**src/rtl/safe_softmax_exp2_pipe.sv**
```systemverilog
// safe_softmax_exp2_pipe: 3-stage multi-lane 2^(-x) evaluator (fraction table lookup, integer part as right shift).
// Define SAFE_SOFTMAX_EXP2_INTERP_EN to add round-half-up linear interpolation between table entries.
module safe_softmax_exp2_pipe #(
    parameter int D_W    = 16,
    parameter int INT_W  = 4,
    parameter int FRAC_W = D_W - 3,
    parameter int LANES  = 4
) (
    input  logic                             I_CLK,
    input  logic                             I_RST_N,
    input  logic                             I_VALID,
    output logic                             O_READY,
    input  logic [LANES*(INT_W+FRAC_W)-1:0]  I_X,
    input  logic                             I_LAST,
    output logic                             O_VALID,
    input  logic                             I_READY,
    output logic [LANES*D_W-1:0]             O_Y,
    output logic                             O_LAST
);
    localparam int X_W = INT_W + FRAC_W;
    localparam int R   = FRAC_W - 5;
    localparam int SH  = 16 - D_W;
    localparam logic [16:0] RND = (17'd1 << SH) >> 1;
    localparam logic [15:0] T16 [33] = '{
        16'd8192, 16'd8016, 16'd7845, 16'd7677, 16'd7512, 16'd7351, 16'd7194, 16'd7039,
        16'd6889, 16'd6741, 16'd6597, 16'd6455, 16'd6317, 16'd6182, 16'd6049, 16'd5919,
        16'd5793, 16'd5668, 16'd5547, 16'd5428, 16'd5312, 16'd5198, 16'd5087, 16'd4978,
        16'd4871, 16'd4767, 16'd4664, 16'd4565, 16'd4467, 16'd4371, 16'd4277, 16'd4186,
        16'd4096
    };

    // Narrower outputs reuse the 16-bit table, rounded half-up.
    function automatic logic [D_W-1:0] tbl(input logic [5:0] i);
        return D_W'((17'(T16[i]) + RND) >> SH);
    endfunction

    logic                          w_adv;
    logic                          r_v1, r_l1, r_v2, r_l2;
    logic [LANES-1:0][INT_W-1:0]   r_n1, r_n2;
    logic [LANES-1:0][4:0]         r_idx1;
    logic [LANES-1:0][D_W-1:0]     r_base2, w_m, w_y;

    assign w_adv   = ~O_VALID | I_READY;
    assign O_READY = w_adv;

`ifdef SAFE_SOFTMAX_EXP2_INTERP_EN
    localparam int DL_W = D_W - 6;
    localparam int P_W  = DL_W + R;
    localparam int RNDR = 1 << (R - 1);
    logic [LANES-1:0][R-1:0]       r_r1, r_r2;
    logic [LANES-1:0][D_W-1:0]     r_next2;
    logic [LANES-1:0][DL_W-1:0]    w_delta;
    logic [LANES-1:0][P_W-1:0]     w_prod;
    always_comb begin
        w_delta = '0;
        w_prod  = '0;
        w_m     = '0;
        w_y     = '0;
        for (int k = 0; k < LANES; k++) begin
            w_delta[k] = DL_W'(r_base2[k] - r_next2[k]);
            w_prod[k]  = P_W'(w_delta[k]) * P_W'(r_r2[k]);
            w_m[k]     = r_base2[k] - D_W'((w_prod[k] + P_W'(RNDR)) >> R);
            w_y[k]     = (32'(r_n2[k]) >= D_W - 2) ? '0 : w_m[k] >> r_n2[k];
        end
    end
`else
    logic w_unused_r;
    assign w_unused_r = ^I_X;
    always_comb begin
        w_m = '0;
        w_y = '0;
        for (int k = 0; k < LANES; k++) begin
            w_m[k] = r_base2[k];
            w_y[k] = (32'(r_n2[k]) >= D_W - 2) ? '0 : w_m[k] >> r_n2[k];
        end
    end
`endif

    always_ff @(posedge I_CLK) begin
        if (!I_RST_N) begin
            r_v1    <= 1'b0;
            r_l1    <= 1'b0;
            r_v2    <= 1'b0;
            r_l2    <= 1'b0;
            r_n1    <= '0;
            r_n2    <= '0;
            r_idx1  <= '0;
            r_base2 <= '0;
`ifdef SAFE_SOFTMAX_EXP2_INTERP_EN
            r_r1    <= '0;
            r_r2    <= '0;
            r_next2 <= '0;
`endif
            O_VALID <= 1'b0;
            O_LAST  <= 1'b0;
            O_Y     <= '0;
        end else if (w_adv) begin
            r_v1    <= I_VALID;
            r_l1    <= I_LAST;
            r_v2    <= r_v1;
            r_l2    <= r_l1;
            O_VALID <= r_v2;
            O_LAST  <= r_l2;
            for (int k = 0; k < LANES; k++) begin
                r_n1[k]            <= I_X[k*X_W+FRAC_W +: INT_W];
                r_idx1[k]          <= I_X[k*X_W+FRAC_W-5 +: 5];
                r_n2[k]            <= r_n1[k];
                r_base2[k]         <= tbl({1'b0, r_idx1[k]});
`ifdef SAFE_SOFTMAX_EXP2_INTERP_EN
                r_r1[k]            <= I_X[k*X_W +: R];
                r_r2[k]            <= r_r1[k];
                r_next2[k]         <= tbl({1'b0, r_idx1[k]} + 6'd1);
`endif
                O_Y[k*D_W +: D_W]  <= w_y[k];
            end
        end
    end
endmodule

```
**config.mk**
```make
export PLATFORM = sky130hd
export DESIGN_NAME = safe_softmax_exp2_pipe
export DESIGN_NICKNAME = d
export VERILOG_FILES = /design/src/rtl/safe_softmax_exp2_pipe.sv
export SDC_FILE = /design/constraint.sdc
export NUM_CORES = 1
export LEC_CHECK = 0
export ABC_AREA = 1
export CAP_MARGIN = 40
export CORE_ASPECT_RATIO = 0.5
export CORE_MARGIN = 2
export CORE_UTILIZATION = 60
export DETAILED_ROUTE_END_ITERATION = 7
export GPL_TIMING_DRIVEN = 0
export PLACE_DENSITY_LB_ADDON = 0.08
export SLEW_MARGIN = 20
export SYNTH_ARGS = -nofsm -noshare
export SYNTH_HDL_FRONTEND = slang
export SYNTH_SLANG_ARGS = --single-unit
```
**constraint.sdc**
```tcl
create_clock -name I_CLK -period 3.7 [get_ports I_CLK]
set_input_delay 0.37 -clock I_CLK [delete_from_list [all_inputs] [get_ports I_CLK]]
set_output_delay 0.37 -clock I_CLK [all_outputs]
set_load 0.03 [all_outputs]
```
### Routing congestion

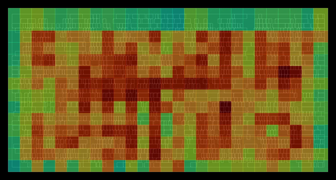
global route hottest layer: met2
met2 demand-to-capacity share in global routing: 0.615
GR Layer Usage met3: 0.104

### I/O nets highlighted

(3 px per um)
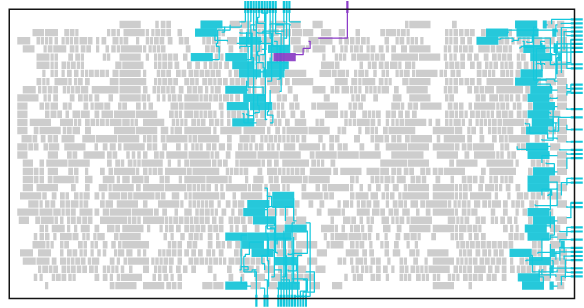
O_VALID -> purple  # direction output, end cells 1, buffers 1, wire 28.6 um
O_Y -> cyan  # direction output, end cells 64, buffers 64, wire 1,450 um

### Selected gate families

(2 px per um)
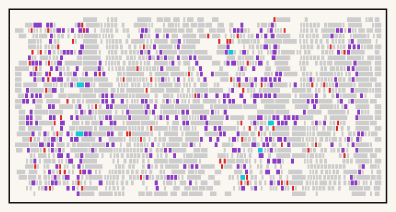
non-inverting ao/oa cells -> cyan  # cells 6
aoi and oai cells -> purple  # cells 342, where widely spread
inv cells -> red  # cells 79, where widely spread

### Signal metal coverage by tile

(2 px per um) The die is cut into 38 by 19 equal tiles; white is low, dark blue is high, scaled to the fullest tile. Values are wire area over tile area, all layers added.
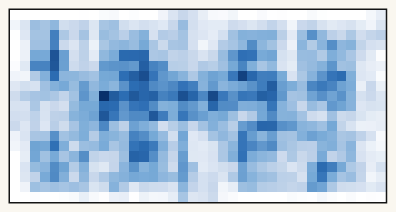
nearly empty tiles = 7.3%
tiles over half the peak = 25%
densest ninth of the die = middle
mean over tiles = 0.32
via count: 11.7k
routed len/inst: 17.3 um
global-route usage over all layers: 0.369
routed wire length: 33,100 um

==> run notes <==
Implementation numbers.

- For the worst setup path, the data required time is ~3.3 ns.
- The tool warning count is 86.
- The run finished with clean final reports.
- The initial antenna violation count is 1.
- The clock tree from TritonCTS reads done.
- The sequential fraction of the synthesis area reads 0.336.
- The number of cells upsized or downsized after cts is 0.
- The cell leakage power reads ~5.2 nW.
- The final hold slack is ~0.46 ns.
- The cell sequence reported for the critical path is clkdlybuf4s50_1 -> nor2_4 -> inv_2 -> buf_6 -> buf_6 -> buf_2 -> clkdlybuf4s50_1.
- The launch point of the worst path is I_READY.
- In this design, the largest share of critical-path delay is due to buffers and inverters.
- In this run, synthesis inferred 0 flip-flops with an integrated enable.
- The final-layout fill cell count reads 1,350.
- The number of H-tree levels reads 4.
- The detailed-route vias per instance reads 6.11.
- The relative max-transition margin reads 0.451.
- The worst-case register-to-register setup slack reads approximately 1.7 ns.
- The flow reported a cell area power density of roughly 430 nW/um^2.
- The number of sinks handled by clock tree synthesis is around 170.
- The stat command in Yosys gives a chip area of slightly above 10,000 sq um.
kinds of logic after synthesis:
kind of cell	Yosys count	share of synthesized area
and+or+nand+nor	816	0.347
AOI/OAI and AO/OA	348	0.184
buffers and inverters	184	0.0893
DFF	170	0.336
adders and majority gates	36	0.0444
other	1	0.000370
cells in the mapped netlist, types with 3 or more instances:
cell type,n
a21oi_1,163
a31oi_1,18
buf_2,52
buf_4,20
buf_6,10
clkbuf_1,22
clkinv_1,9
dfxtp_1,170
ha_1,36
inv_1,54
inv_2,16
nand2_1,405
nand3_1,297
nand4_1,15
nor2_1,83
nor3_1,3
o211ai_1,16
o21a_1,3
o21ai_0,128
o21ai_1,6
o221ai_1,4
o22ai_1,3
or2_1,4
or2_2,3
worst min path at each step:
stage	slack (ns)	endpoint
2_1_floorplan	0.44	O_VALID
3_3_place_gp	0.45	O_Y[7]
3_5_place_dp	0.46	O_Y[41]
4_1_cts	0.44	r_base2[33]
5_1_grt	0.47	r_base2[33]
6_report	0.46	r_base2[33]
state kept, by name, indices dropped and copies added, names as in the netlist:
name,cells
r_v2,1
r_n1,16
O_LAST,1
r_l1,1
r_n2,16
O_VALID,1
r_base2,56
r_v1,1
r_l2,1
O_Y,56
r_idx1,20
final cells by class:
cell class / instances / area, sq um / area share
flip-flops and latches: 170 / 3400 / 0.283
clock inverters: 14 / 138 / 0.0115
well taps: 227 / 284 / 0.0236
clock buffers: 18 / 439 / 0.0366
repair buffers: 98 / 981 / 0.0816
plain buffers: 105 / 609 / 0.0507
multi-input cells: 1208 / 5860 / 0.488
diodes: 1 / 2.50 / 0.000208
inverters: 79 / 297 / 0.0247
layer usage:
metal / vias up / track usage / wire length, um
met4: 0 / 0.141 / 949
met2: 793 / 0.615 / 14600
met3: 105 / 0.104 / 4100
met1: 5301 / 0.462 / 13400
li1: 5531 / - / -
met5: - / 0 / 0
per-stage QoR:
step	worst slack (ns)	instance area (sq um)
global route	0.908	12000
floorplan	2.10	10200
global placement	0.995	11400
detailed placement	0.989	11400
finish	0.917	12000
CTS	0.969	12000
power by group:
group	leakage, nW	internal [mW]	switching (mW)
sequential	1.41	1.99	0.128
clock	0.278	0.959	0.807
combinational	3.55	0.478	0.843
total	5.23	3.43	1.78
worst register-to-register path: stages, from the launching register on:
cell,delay (ns)
dfxtp_1,0.55
inv_1,0.27
ha_1,0.39
nor2_1,0.06
o21ai_0,0.16
nand2_1,0.08
a21oi_1,0.23
nand2_1,0.08
nand2_1,0.07
inv_1,0.04
Power and IR drop assume default switching activity.
